[src/rtl/piece_spawn_if.sv]
// Spawn-point collision-check handshake between the spawn controller (master) and the board (slave).
interface piece_spawn_if;
  logic       chk_req;
  logic [2:0] chk_piece;
  logic [3:0] chk_x;
  logic [4:0] chk_y;
  logic       chk_ack;
  logic       chk_collide;

  modport master (
    output chk_req, chk_piece, chk_x, chk_y,
    input  chk_ack, chk_collide
  );

  modport slave (
    input  chk_req, chk_piece, chk_x, chk_y,
    output chk_ack, chk_collide
  );
endinterface

[src/rtl/piece_spawn_ctrl.sv]
// Tetromino spawn controller: LFSR piece draw, one-deep preview, spawn-point
// collision check against the board, and the sticky game_over flag.
module piece_spawn_ctrl #(
  parameter logic [15:0] LFSR_SEED = 16'hACE1,
  parameter logic [3:0]  SPAWN_X   = 4'd3,
  parameter logic [4:0]  SPAWN_Y   = 5'd0
) (
  input  logic          clk,
  input  logic          reset,
  input  logic [1:0]    state,
  input  logic          piece_locked,
  piece_spawn_if.master chk,
  output logic          spawn_valid,
  output logic [2:0]    cur_piece,
  output logic [2:0]    next_piece,
  output logic          game_over,
  output logic [15:0]   pieces_spawned
);

  localparam logic [15:0] SEED    = (LFSR_SEED == 16'h0000) ? 16'h0001 : LFSR_SEED;
  localparam logic [15:0] TAPS    = 16'hB400;  // x^16+x^14+x^13+x^11, right-shifting Galois
  localparam logic [1:0]  ST_PLAY = 2'b01;

  typedef enum logic [2:0] {
    S_IDLE,
    S_PRIME,
    S_CHECK,
    S_ACTIVE,
    S_OVER
  } fsm_t;

  fsm_t        fsm_q, fsm_d;
  logic [15:0] lfsr_q, lfsr_d;
  logic [2:0]  draw;
  logic [2:0]  cur_q, cur_d;
  logic [2:0]  next_q, next_d;
  logic [2:0]  cpiece_q, cpiece_d;
  logic        req_q, req_d;
  logic        sv_q, sv_d;
  logic        go_q, go_d;
  logic [15:0] spawn_cnt, cnt_d;
  logic        play, ack_ok, lock_ok;

  // Free-running LFSR; a 3-bit field of 7 is rejected, falling back to the next field, then to piece 0.
  always_comb begin
    lfsr_d = {1'b0, lfsr_q[15:1]} ^ (lfsr_q[0] ? TAPS : 16'h0000);
    if (lfsr_q[2:0] != 3'd7)      draw = lfsr_q[2:0];
    else if (lfsr_q[5:3] != 3'd7) draw = lfsr_q[5:3];
    else                          draw = 3'd0;
  end

  assign play    = (state == ST_PLAY);
  // An ack only counts once the request is actually visible on the bus.
  assign ack_ok  = (fsm_q == S_CHECK) && req_q && chk.chk_ack;
  // The spawn_valid cycle still belongs to the previous placement, so locks there are dropped.
  assign lock_ok = (fsm_q == S_ACTIVE) && !sv_q && piece_locked;

  always_comb begin
    fsm_d    = fsm_q;
    cur_d    = cur_q;
    next_d   = next_q;
    cpiece_d = cpiece_q;
    req_d    = 1'b0;
    sv_d     = 1'b0;
    go_d     = go_q;
    cnt_d    = spawn_cnt;
    case (fsm_q)
      S_IDLE: begin
        if (play) begin
          fsm_d  = S_PRIME;
          next_d = draw;
        end
      end
      S_PRIME: begin
        if (!play) begin
          fsm_d = S_IDLE;
        end else begin
          fsm_d  = S_CHECK;
          cur_d  = next_q;
          next_d = draw;
        end
      end
      S_CHECK: begin
        if (!play) begin
          fsm_d = S_IDLE;
        end else if (ack_ok) begin
          if (chk.chk_collide) begin
            fsm_d = S_OVER;
            go_d  = 1'b1;
          end else begin
            fsm_d = S_ACTIVE;
            sv_d  = 1'b1;
            if (spawn_cnt != 16'hFFFF) cnt_d = spawn_cnt + 16'd1;
          end
        end else begin
          req_d    = 1'b1;
          cpiece_d = cur_q;
        end
      end
      S_ACTIVE: begin
        if (!play) begin
          fsm_d = S_IDLE;
        end else if (lock_ok) begin
          fsm_d  = S_CHECK;
          cur_d  = next_q;
          next_d = draw;
        end
      end
      S_OVER: begin
        go_d = 1'b1;
      end
      default: begin
        fsm_d = S_IDLE;
      end
    endcase
  end

  always_ff @(posedge clk) begin
    if (reset) begin
      fsm_q     <= S_IDLE;
      lfsr_q    <= SEED;
      cur_q     <= 3'd0;
      next_q    <= 3'd0;
      cpiece_q  <= 3'd0;
      req_q     <= 1'b0;
      sv_q      <= 1'b0;
      go_q      <= 1'b0;
      spawn_cnt <= 16'h0000;
    end else begin
      fsm_q     <= fsm_d;
      lfsr_q    <= lfsr_d;
      cur_q     <= cur_d;
      next_q    <= next_d;
      cpiece_q  <= cpiece_d;
      req_q     <= req_d;
      sv_q      <= sv_d;
      go_q      <= go_d;
      spawn_cnt <= cnt_d;
    end
  end

  assign chk.chk_req     = req_q;
  assign chk.chk_piece   = cpiece_q;
  assign chk.chk_x       = SPAWN_X;
  assign chk.chk_y       = SPAWN_Y;
  assign spawn_valid     = sv_q;
  assign cur_piece       = cur_q;
  assign next_piece      = next_q;
  assign game_over       = go_q;
  assign pieces_spawned  = spawn_cnt;

endmodule

[src/flat_wrapper.sv]
// flat-port wrapper written by rule: the top's interface ports become plain ports
module piece_spawn_ctrl_flat 
#(
  parameter logic [15:0] LFSR_SEED = 16'hACE1,
  parameter logic [3:0]  SPAWN_X   = 4'd3,
  parameter logic [4:0]  SPAWN_Y   = 5'd0
)
  (clk, reset, state, piece_locked, spawn_valid, cur_piece, next_piece, game_over, pieces_spawned, chk_chk_req, chk_chk_piece, chk_chk_x, chk_chk_y, chk_chk_ack, chk_chk_collide);
  piece_spawn_if chk_i ();
  input  logic clk;
  input  logic reset;
  input  logic [1:0] state;
  input  logic piece_locked;
  output logic spawn_valid;
  output logic [2:0] cur_piece;
  output logic [2:0] next_piece;
  output logic game_over;
  output logic [15:0] pieces_spawned;
  output wire logic [$bits(chk_i.chk_req)-1:0] chk_chk_req;
  output wire logic [$bits(chk_i.chk_piece)-1:0] chk_chk_piece;
  output wire logic [$bits(chk_i.chk_x)-1:0] chk_chk_x;
  output wire logic [$bits(chk_i.chk_y)-1:0] chk_chk_y;
  input wire logic [$bits(chk_i.chk_ack)-1:0] chk_chk_ack;
  input wire logic [$bits(chk_i.chk_collide)-1:0] chk_chk_collide;
  assign chk_chk_req = chk_i.chk_req;
  assign chk_chk_piece = chk_i.chk_piece;
  assign chk_chk_x = chk_i.chk_x;
  assign chk_chk_y = chk_i.chk_y;
  assign chk_i.chk_ack = chk_chk_ack;
  assign chk_i.chk_collide = chk_chk_collide;
  piece_spawn_ctrl #(.LFSR_SEED(LFSR_SEED), .SPAWN_X(SPAWN_X), .SPAWN_Y(SPAWN_Y)) u_core (.clk(clk), .reset(reset), .state(state), .piece_locked(piece_locked), .chk(chk_i), .spawn_valid(spawn_valid), .cur_piece(cur_piece), .next_piece(next_piece), .game_over(game_over), .pieces_spawned(pieces_spawned));
endmodule
[config.mk]
export PLATFORM = sky130hd
export DESIGN_NAME = piece_spawn_ctrl_flat
export DESIGN_NICKNAME = d
export VERILOG_FILES = /design/src/rtl/piece_spawn_if.sv /design/src/rtl/piece_spawn_ctrl.sv /design/src/flat_wrapper.sv
export SDC_FILE = /design/constraint.sdc
export NUM_CORES = 1
export LEC_CHECK = 0
export CAP_MARGIN = 40
export CORE_ASPECT_RATIO = 0.5
export CORE_MARGIN = 8
export CORE_UTILIZATION = 53
export DETAILED_ROUTE_END_ITERATION = 8
export MAX_ROUTING_LAYER = met4
export PLACE_DENSITY = 0.93
export SYNTH_ARGS = -nofsm -noshare
export SYNTH_HDL_FRONTEND = slang
export SYNTH_SLANG_ARGS = --single-unit
[constraint.sdc]
create_clock -name clk -period 3.6 [get_ports clk]
set_input_delay 0.54 -clock clk [delete_from_list [all_inputs] [get_ports clk]]
set_output_delay 0.54 -clock clk [all_outputs]
set_load 0.005 [all_outputs]
==> summary.txt <==
Main metrics from the flow reports.

The worst supply voltage drop on vdd came out at 0.2537 mV. The flow ran to the end, and the final reports show no timing, DRC or antenna violations. The switching share of total power is 0.2078. After detailed routing, the number of vias per cell comes to 5.238. The share of total power dissipated in sequential elements is 0.547. The layout cell share with drive strength beyond 1 came out at 0.07287.

The maximum number of pins on one net before global-route repair came out at 40. Of the total power, combinational logic draws 0.045. The net count of the finished layout is 254. On the critical path, the stage with the largest delay is an instance of sky130_fd_sc_hd__or4_1.

The global-route total usage across every layer is 0.1426. The final power report lists total power as 989.5 µW. The maximum clock rate is 412.7 MHz. The report puts the hold buffer count at CTS at 0. Setup repair after global routing left no endpoint under its margin. Looking at the gate-level netlist, the highest instance count belongs to sky130_fd_sc_hd__dfxtp_1. The power share of the clock group is 0.408. The power in the clock group came out at 404 µW. The final cycle utilization of the critical path came out at 0.6731. Sequential cells consume a total of 541 µW. The final weighted congestion in routability-driven placement came out at 0.8269. During placement, the flow inserted port buffers numbering 34. By area, the combinational part of the netlist is dominated by simple AND/OR/NAND/NOR gates.

The number of global-route vias before repair came out at 1469. The number of max-capacitance violations reported is 0. The simple-gate area share of the yosys netlist came out at 0.2645. The number of library cell types mapped by synthesis came out at 35. For reference, the critical path cell chain is clkdlybuf4s50_1 -> or3b_4 -> or4_1 -> or4_1 -> a21oi_1. From left edge to right edge, the die measures 101.0 µm. The buffer count from post-CTS setup fixing came out at 0. The number of register bits inferred by synthesis is 47. STA puts the critical path data arrival time at 2.65 ns. The delay of the slowest critical-path stage came out at 0.65 ns. In this design, the critical path's most frequently occurring cell is sky130_fd_sc_hd__or4_1.
## registers in the layout, summed over array words and instances (netlist names)
| register | cells |
|---|---|
| u_core.lfsr_q | 16 |
| u_core.pieces_spawned | 16 |
| u_core.chk.chk_piece | 3 |
| u_core.cur_piece | 3 |
| u_core.fsm_q | 3 |
| u_core.next_piece | 3 |
| u_core.chk.chk_req | 1 |
| u_core.game_over | 1 |
| u_core.spawn_valid | 1 |
## worst max-delay path: cells and delay by family
family / cells / cell delay [ns]
AND/OR/NAND/NOR: 3 / 1.51
buffers and inverters: 1 / 0.46
AND-OR/OR-AND: 1 / 0.14
## cells in the final DEF (no fill, tap or decap), types with 6 or more instances in the layout
master,instances
sky130_fd_sc_hd__nor2_1,26
sky130_fd_sc_hd__mux2i_1,9
sky130_fd_sc_hd__xnor2_1,12
sky130_fd_sc_hd__nor2b_1,10
sky130_fd_sc_hd__or2_2,6
sky130_fd_sc_hd__nand4_1,6
sky130_fd_sc_hd__conb_1,9
sky130_fd_sc_hd__inv_1,7
sky130_fd_sc_hd__dfxtp_1,47
sky130_fd_sc_hd__clkbuf_8,6
sky130_fd_sc_hd__nand2_1,14
sky130_fd_sc_hd__nor3_1,7
sky130_fd_sc_hd__nand3_1,8
sky130_fd_sc_hd__a21oi_1,7
sky130_fd_sc_hd__clkdlybuf4s50_1,34
## area by class of cell
type,instances,area (µm²)
Tap cell,51,63.81
Multi-Input combinational cell,149,879.6
Timing Repair Buffer,36,357.8
Inverter,7,26.28
Fill cell,257,1064
Sequential cell,47,940.9
Clock buffer,6,82.58
Clock inverter,2,38.79
## metal layers
metal,vias up,global-route usage,share of wire
li1,773,-,-
met3,7,0.04348,0.059
met2,39,0.2526,0.51
met1,742,0.1459,0.42
met4,0,0.06289,0.013
met5,-,-,0
route_heat.png
Drawn at 4 px/µm. 20 x 12 tiles, from dark blue (low) to red (high), scaled to the fullest tile. Values are wire area over tile area, all layers added.
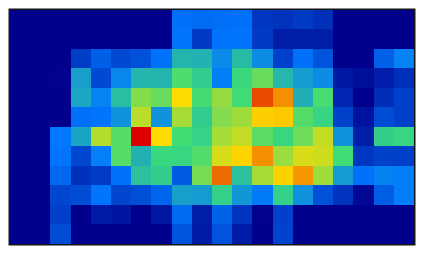
nearly empty tiles: 30%
mean over tiles: 0.11
fullest tile: 0.46
emptiest ninth of the die: top left
densest ninth of the die: middle

layers.png
Drawn at 4 px/µm. Two of the layers only.
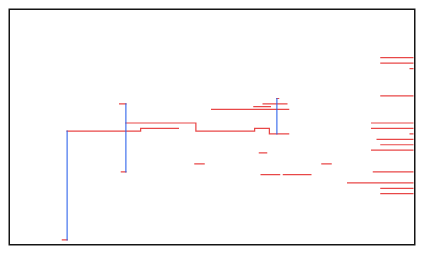
[M4] blue | wire length: 53.0 µm
[M3] red | wire length: 241 µm

ff_map.png
Drawn at 8 px/µm. Other sequential cells in the stronger gray, the rest of the logic in the fainter gray.
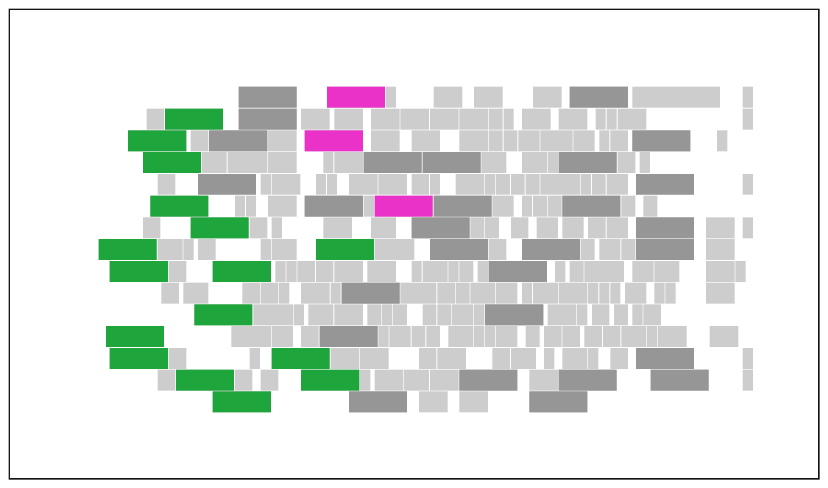
[u_core.chk.chk_piece] magenta | flops: 3
[u_core.lfsr_q] green | flops: 16

Power and IR drop assume default switching activity.
